### src/rtl/cordic_vectoring_if.sv
// Handshake bundle for cordic_vectoring: Q1.15 vector in, polar result out.
interface cordic_vectoring_if;
  logic               in_valid;
  logic               in_ready;
  logic signed [15:0] x_in;
  logic signed [15:0] y_in;
  logic               out_valid;
  logic               out_ready;
  logic        [15:0] mag_out;
  logic signed [15:0] angle_out;

  modport master (output in_valid, x_in, y_in, out_ready,
                  input  in_ready, out_valid, mag_out, angle_out);
  modport slave  (input  in_valid, x_in, y_in, out_ready,
                  output in_ready, out_valid, mag_out, angle_out);
endinterface

### src/rtl/cordic_vectoring.sv
// Iterative vectoring-mode CORDIC: Q1.15 (x, y) -> magnitude and atan2 angle (0x2000 = pi/4).
// Define CORDIC_GAIN_COMP_EN to add a SCALE state that removes the CORDIC gain from mag_out.
module cordic_vectoring #(
  parameter int unsigned ITER = 8
) (
  input  logic              clk,
  input  logic              rst,
  cordic_vectoring_if.slave bus
);
  localparam int unsigned DW = 18;
  localparam int unsigned ZW = 17;
  localparam int unsigned KW = 4;
  localparam logic [KW-1:0]        K_LAST    = KW'(ITER - 1);
  localparam logic signed [ZW-1:0] Z_QUARTER = 17'sh04000;
`ifdef CORDIC_GAIN_COMP_EN
  localparam int unsigned          PW        = 34;
  localparam logic signed [15:0]   GAIN_K    = 16'sh4DBA;
`endif

  if ((ITER < 4) || (ITER > 12)) begin : g_iter_check
    $error("cordic_vectoring: ITER must be within 4..12");
  end

  typedef enum logic [1:0] {IDLE = 2'd0, ROT = 2'd1, SCALE = 2'd2, DONE = 2'd3} state_t;

  state_t               state_q, state_d;
  logic [KW-1:0]        k_q;
  logic signed [DW-1:0] x_q, y_q, x_nxt, y_nxt, x_cap, y_cap, xe, ye, x_sh, y_sh;
  logic signed [ZW-1:0] z_q, z_nxt, z_cap, atan_k;
  logic                 cap_c, step_c, load_c, clr_c;
  logic                 out_valid_q;
  logic [15:0]          mag_q, angle_q;

  always_ff @(posedge clk or posedge rst) begin
    if (rst) state_q <= IDLE;
    else     state_q <= state_d;
  end

  always_comb begin
    state_d = state_q;
    case (state_q)
      IDLE:    if (bus.in_valid) state_d = ROT;
      ROT:     if (k_q == K_LAST) begin
`ifdef CORDIC_GAIN_COMP_EN
                 state_d = SCALE;
`else
                 state_d = DONE;
`endif
               end
      SCALE:   state_d = DONE;
      DONE:    if (bus.out_ready) state_d = IDLE;
      default: state_d = IDLE;
    endcase
  end

  // Control strobes decoded from the current state
  always_comb begin
    cap_c  = 1'b0;
    step_c = 1'b0;
    load_c = 1'b0;
    clr_c  = 1'b0;
    case (state_q)
      IDLE:  cap_c = bus.in_valid;
      ROT: begin
        step_c = 1'b1;
`ifndef CORDIC_GAIN_COMP_EN
        load_c = (k_q == K_LAST);
`endif
      end
      SCALE: begin
`ifdef CORDIC_GAIN_COMP_EN
        load_c = 1'b1;
`endif
      end
      DONE:    clr_c = bus.out_ready;
      default: ;
    endcase
  end

  assign bus.in_ready = (state_q == IDLE) && !rst;

  always_comb begin
    atan_k = '0;
    case (k_q)
      4'd0:    atan_k = 17'sh02000;
      4'd1:    atan_k = 17'sh012E4;
      4'd2:    atan_k = 17'sh009FB;
      4'd3:    atan_k = 17'sh00511;
      4'd4:    atan_k = 17'sh0028B;
      4'd5:    atan_k = 17'sh00146;
      4'd6:    atan_k = 17'sh000A3;
      4'd7:    atan_k = 17'sh00051;
      4'd8:    atan_k = 17'sh00029;
      4'd9:    atan_k = 17'sh00014;
      4'd10:   atan_k = 17'sh0000A;
      4'd11:   atan_k = 17'sh00005;
      default: atan_k = '0;
    endcase
  end

  // Quadrant pre-rotation into the right half-plane; widen before negating so -1.0 maps to +1.0
  always_comb begin
    xe = {{(DW-16){bus.x_in[15]}}, bus.x_in};
    ye = {{(DW-16){bus.y_in[15]}}, bus.y_in};
    if (!bus.x_in[15]) begin
      x_cap = xe;
      y_cap = ye;
      z_cap = '0;
    end else if (!bus.y_in[15]) begin
      x_cap = ye;
      y_cap = -xe;
      z_cap = Z_QUARTER;
    end else begin
      x_cap = -ye;
      y_cap = xe;
      z_cap = -Z_QUARTER;
    end
  end

  always_comb begin
    x_sh = x_q >>> k_q;
    y_sh = y_q >>> k_q;
    if (!y_q[DW-1]) begin
      x_nxt = x_q + y_sh;
      y_nxt = y_q - x_sh;
      z_nxt = z_q + atan_k;
    end else begin
      x_nxt = x_q - y_sh;
      y_nxt = y_q + x_sh;
      z_nxt = z_q - atan_k;
    end
  end

  always_ff @(posedge clk or posedge rst) begin
    if (rst) begin
      k_q <= '0;
      x_q <= '0;
      y_q <= '0;
      z_q <= '0;
    end else if (cap_c) begin
      k_q <= '0;
      x_q <= x_cap;
      y_q <= y_cap;
      z_q <= z_cap;
    end else if (step_c) begin
      k_q <= (k_q == K_LAST) ? '0 : k_q + KW'(1);
      x_q <= x_nxt;
      y_q <= y_nxt;
      z_q <= z_nxt;
    end
  end

  // Result registers; held stable through DONE until the consumer accepts
  always_ff @(posedge clk or posedge rst) begin
    if (rst) begin
      out_valid_q <= 1'b0;
      mag_q       <= '0;
      angle_q     <= '0;
    end else if (load_c) begin
      out_valid_q <= 1'b1;
`ifdef CORDIC_GAIN_COMP_EN
      mag_q       <= 16'((PW'(x_q) * PW'(GAIN_K)) >>> 15);
      angle_q     <= z_q[15:0];
`else
      mag_q       <= x_nxt[16:1];
      angle_q     <= z_nxt[15:0];
`endif
    end else if (clr_c) begin
      out_valid_q <= 1'b0;
    end
  end

  assign bus.out_valid = out_valid_q;
  assign bus.mag_out   = mag_q;
  assign bus.angle_out = angle_q;
endmodule

### src/flat_wrapper.sv
// flat-port wrapper written by rule: the top's interface ports become plain ports
module cordic_vectoring_flat 
#(
  parameter int unsigned ITER = 8
)
  (clk, rst, bus_in_valid, bus_x_in, bus_y_in, bus_out_ready, bus_in_ready, bus_out_valid, bus_mag_out, bus_angle_out);
  cordic_vectoring_if bus_i ();
  input  logic clk;
  input  logic rst;
  input wire logic [$bits(bus_i.in_valid)-1:0] bus_in_valid;
  input wire logic [$bits(bus_i.x_in)-1:0] bus_x_in;
  input wire logic [$bits(bus_i.y_in)-1:0] bus_y_in;
  input wire logic [$bits(bus_i.out_ready)-1:0] bus_out_ready;
  output wire logic [$bits(bus_i.in_ready)-1:0] bus_in_ready;
  output wire logic [$bits(bus_i.out_valid)-1:0] bus_out_valid;
  output wire logic [$bits(bus_i.mag_out)-1:0] bus_mag_out;
  output wire logic [$bits(bus_i.angle_out)-1:0] bus_angle_out;
  assign bus_i.in_valid = bus_in_valid;
  assign bus_i.x_in = bus_x_in;
  assign bus_i.y_in = bus_y_in;
  assign bus_i.out_ready = bus_out_ready;
  assign bus_in_ready = bus_i.in_ready;
  assign bus_out_valid = bus_i.out_valid;
  assign bus_mag_out = bus_i.mag_out;
  assign bus_angle_out = bus_i.angle_out;
  cordic_vectoring #(.ITER(ITER)) u_core (.clk(clk), .rst(rst), .bus(bus_i));
endmodule
### config.mk
export PLATFORM = sky130hd
export DESIGN_NAME = cordic_vectoring_flat
export DESIGN_NICKNAME = d
export VERILOG_FILES = /design/src/rtl/cordic_vectoring_if.sv /design/src/rtl/cordic_vectoring.sv /design/src/flat_wrapper.sv
export SDC_FILE = /design/constraint.sdc
export NUM_CORES = 1
export LEC_CHECK = 0
export ABC_AREA = 1
export CAP_MARGIN = 20
export CORE_MARGIN = 4
export CORE_UTILIZATION = 58
export CTS_CLUSTER_DIAMETER = 120
export CTS_CLUSTER_SIZE = 24
export DETAILED_ROUTE_END_ITERATION = 8
export PLACE_DENSITY = 0.79
export SLEW_MARGIN = 10
export SYNTH_ARGS = -nofsm -noshare
export SYNTH_HDL_FRONTEND = slang
export SYNTH_SLANG_ARGS = --single-unit
### constraint.sdc
create_clock -name clk -period 7.6 [get_ports clk]
set_input_delay 1.52 -clock clk [delete_from_list [all_inputs] [get_ports clk]]
set_output_delay 1.52 -clock clk [all_outputs]
set_load 0.05 [all_outputs]
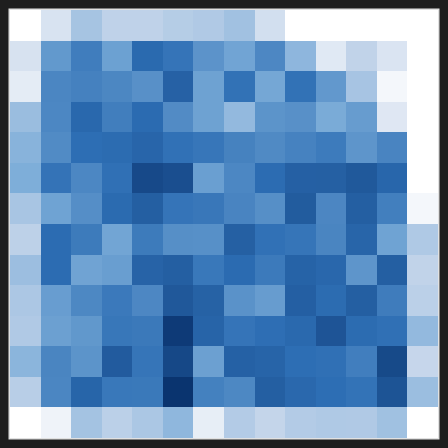
Figure 1: local utilization.
14 x 14 tiles, from white (low) to dark blue (high), 0 to 100% covered.
fullest tile: 99%
emptiest ninth of the die: top right
tiles over 75% full: 25%
nearly empty tiles: 6.6%
mean over tiles: 56%

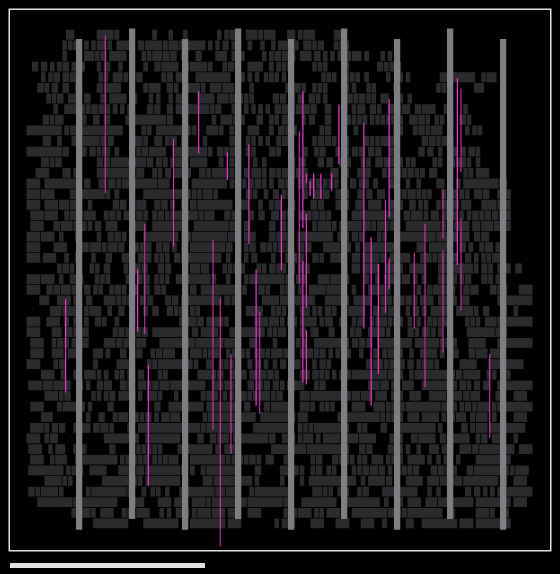
Figure 2: the metal 4 layer.
The bar under the picture is 50 um long. Supply wires on this layer in grey. Cells faint in the background.
share of all routed wire: 3.2%
wire length on this layer: 1,010 um

==> out/qor.csv <==
stage,metric,value,unit
yosys,Basic Gates by Area,0.379,
die,num rows,47,
final_timing,endpoints failing setup,0,
worst_setup_path,endpoint class of the critical path,flop,
run,MaxCap Viol Count,0,
worst_setup_path,CP Data Arrival Time,4.93,ns
yosys,dominant register cell,dfrtp_1,
cells_and_area,CLK BUF,10,
yosys,syn nets,1658,
final_timing,worst-margin pin slew,0.836,ns
drt,wire per inst,17.2,um
worst_setup_path,R2R Path Start,u_core.k_q[0]$_DFFE_PP0P_,
worst_setup_path,critical path depth in cells,26,
drt,residual DRC count,0,
yosys,Synth Warn #,0,
cells_and_area,non-clock buffer area fraction after layout,0.0753,
drt,wire length on met1,13.2,mm
cells_and_area,share of layout cells above drive strength 1,0.0609,
yosys,Synth top area share,0.231,
worst_setup_path,Critical Path Most Common Cell,nand2_1,
hold_path,hold wc startpoint,u_core.bus.mag_out[2]$_DFFE_PP0P_,
die,die width,138,um
yosys,Post-Synth AOI/OAI Area,0.159,
yosys,Commonest cells post-synth,"nand2_1 (476), nand3_1 (187), inv_1 (134)",
final_timing,post-layout period usage,0.616,
yosys,post-synthesis register bit count,91,
yosys,"EDFF count, synth",0,
cts,Post-CTS Hold Fix Bufs,0,
cells_and_area,most frequent cells in the layout,"nand2_1 (476), nand3_1 (187), inv_1 (132), nor2_1 (101), a21oi_1 (96)",
worst_setup_path,Worst setup startpoint,u_core.k_q[0]$_DFFE_PP0P_,
final_timing,fmax,0.214,GHz
global_route,initial antenna violation count,0,
cts,CTS Buf Count,9,
cts,Clock Tree Root,clkbuf_16,
placed_design,DP Worst Slack,3.05,ns
run_status,status,finished clean,
final_timing,RSZ-0062 raised after global routing,no,
cells_and_area,Comb/total area,0.613,
global_route,largest net degree at the start of global routing,48,
global_route,met2 GRT Util,0.508,
drt,drt total wl,31.1,mm
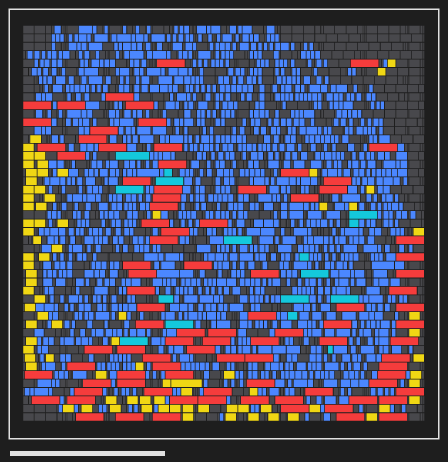
Figure 3: cells coloured by class.
The bar under the picture is 50 um long. Fill, decap, tap and diode cells in grey.
[clock drivers and dummy loads] cyan | cells: 16
[remaining buffers and delay cells] yellow | cells: 84
[remaining logic cells] blue | cells: 1,402
[registers] red | cells: 91

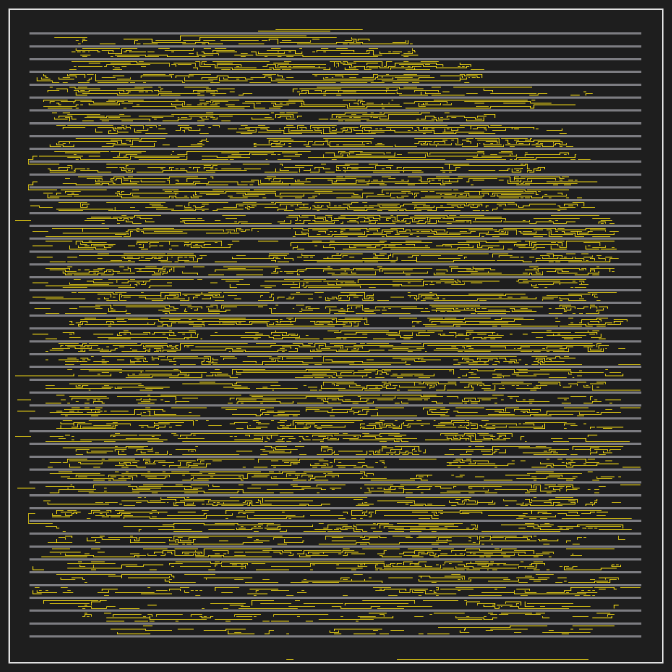
Figure 4: met1 routing.
Supply wires on this layer in grey.
main direction: horizontal
longest straight run: 40.9 um

-- tightest hold or removal path, delay by kind of cell (launching register included) --
| family | cells | cell delay, ns |
|---|---|---|
| DFF | 1 | 0.34 |
| and+or+nand+nor | 2 | 0.10 |
-- registers in the layout, summed over array words and instances, names as in the netlist --
name                  flops
u_core.k_q                4
u_core.bus.angle_out     16
u_core.z_q               16
u_core.state_q            2
u_core.bus.mag_out       16
u_core.x_q               18
u_core.y_q               18
u_core.bus.out_valid      1
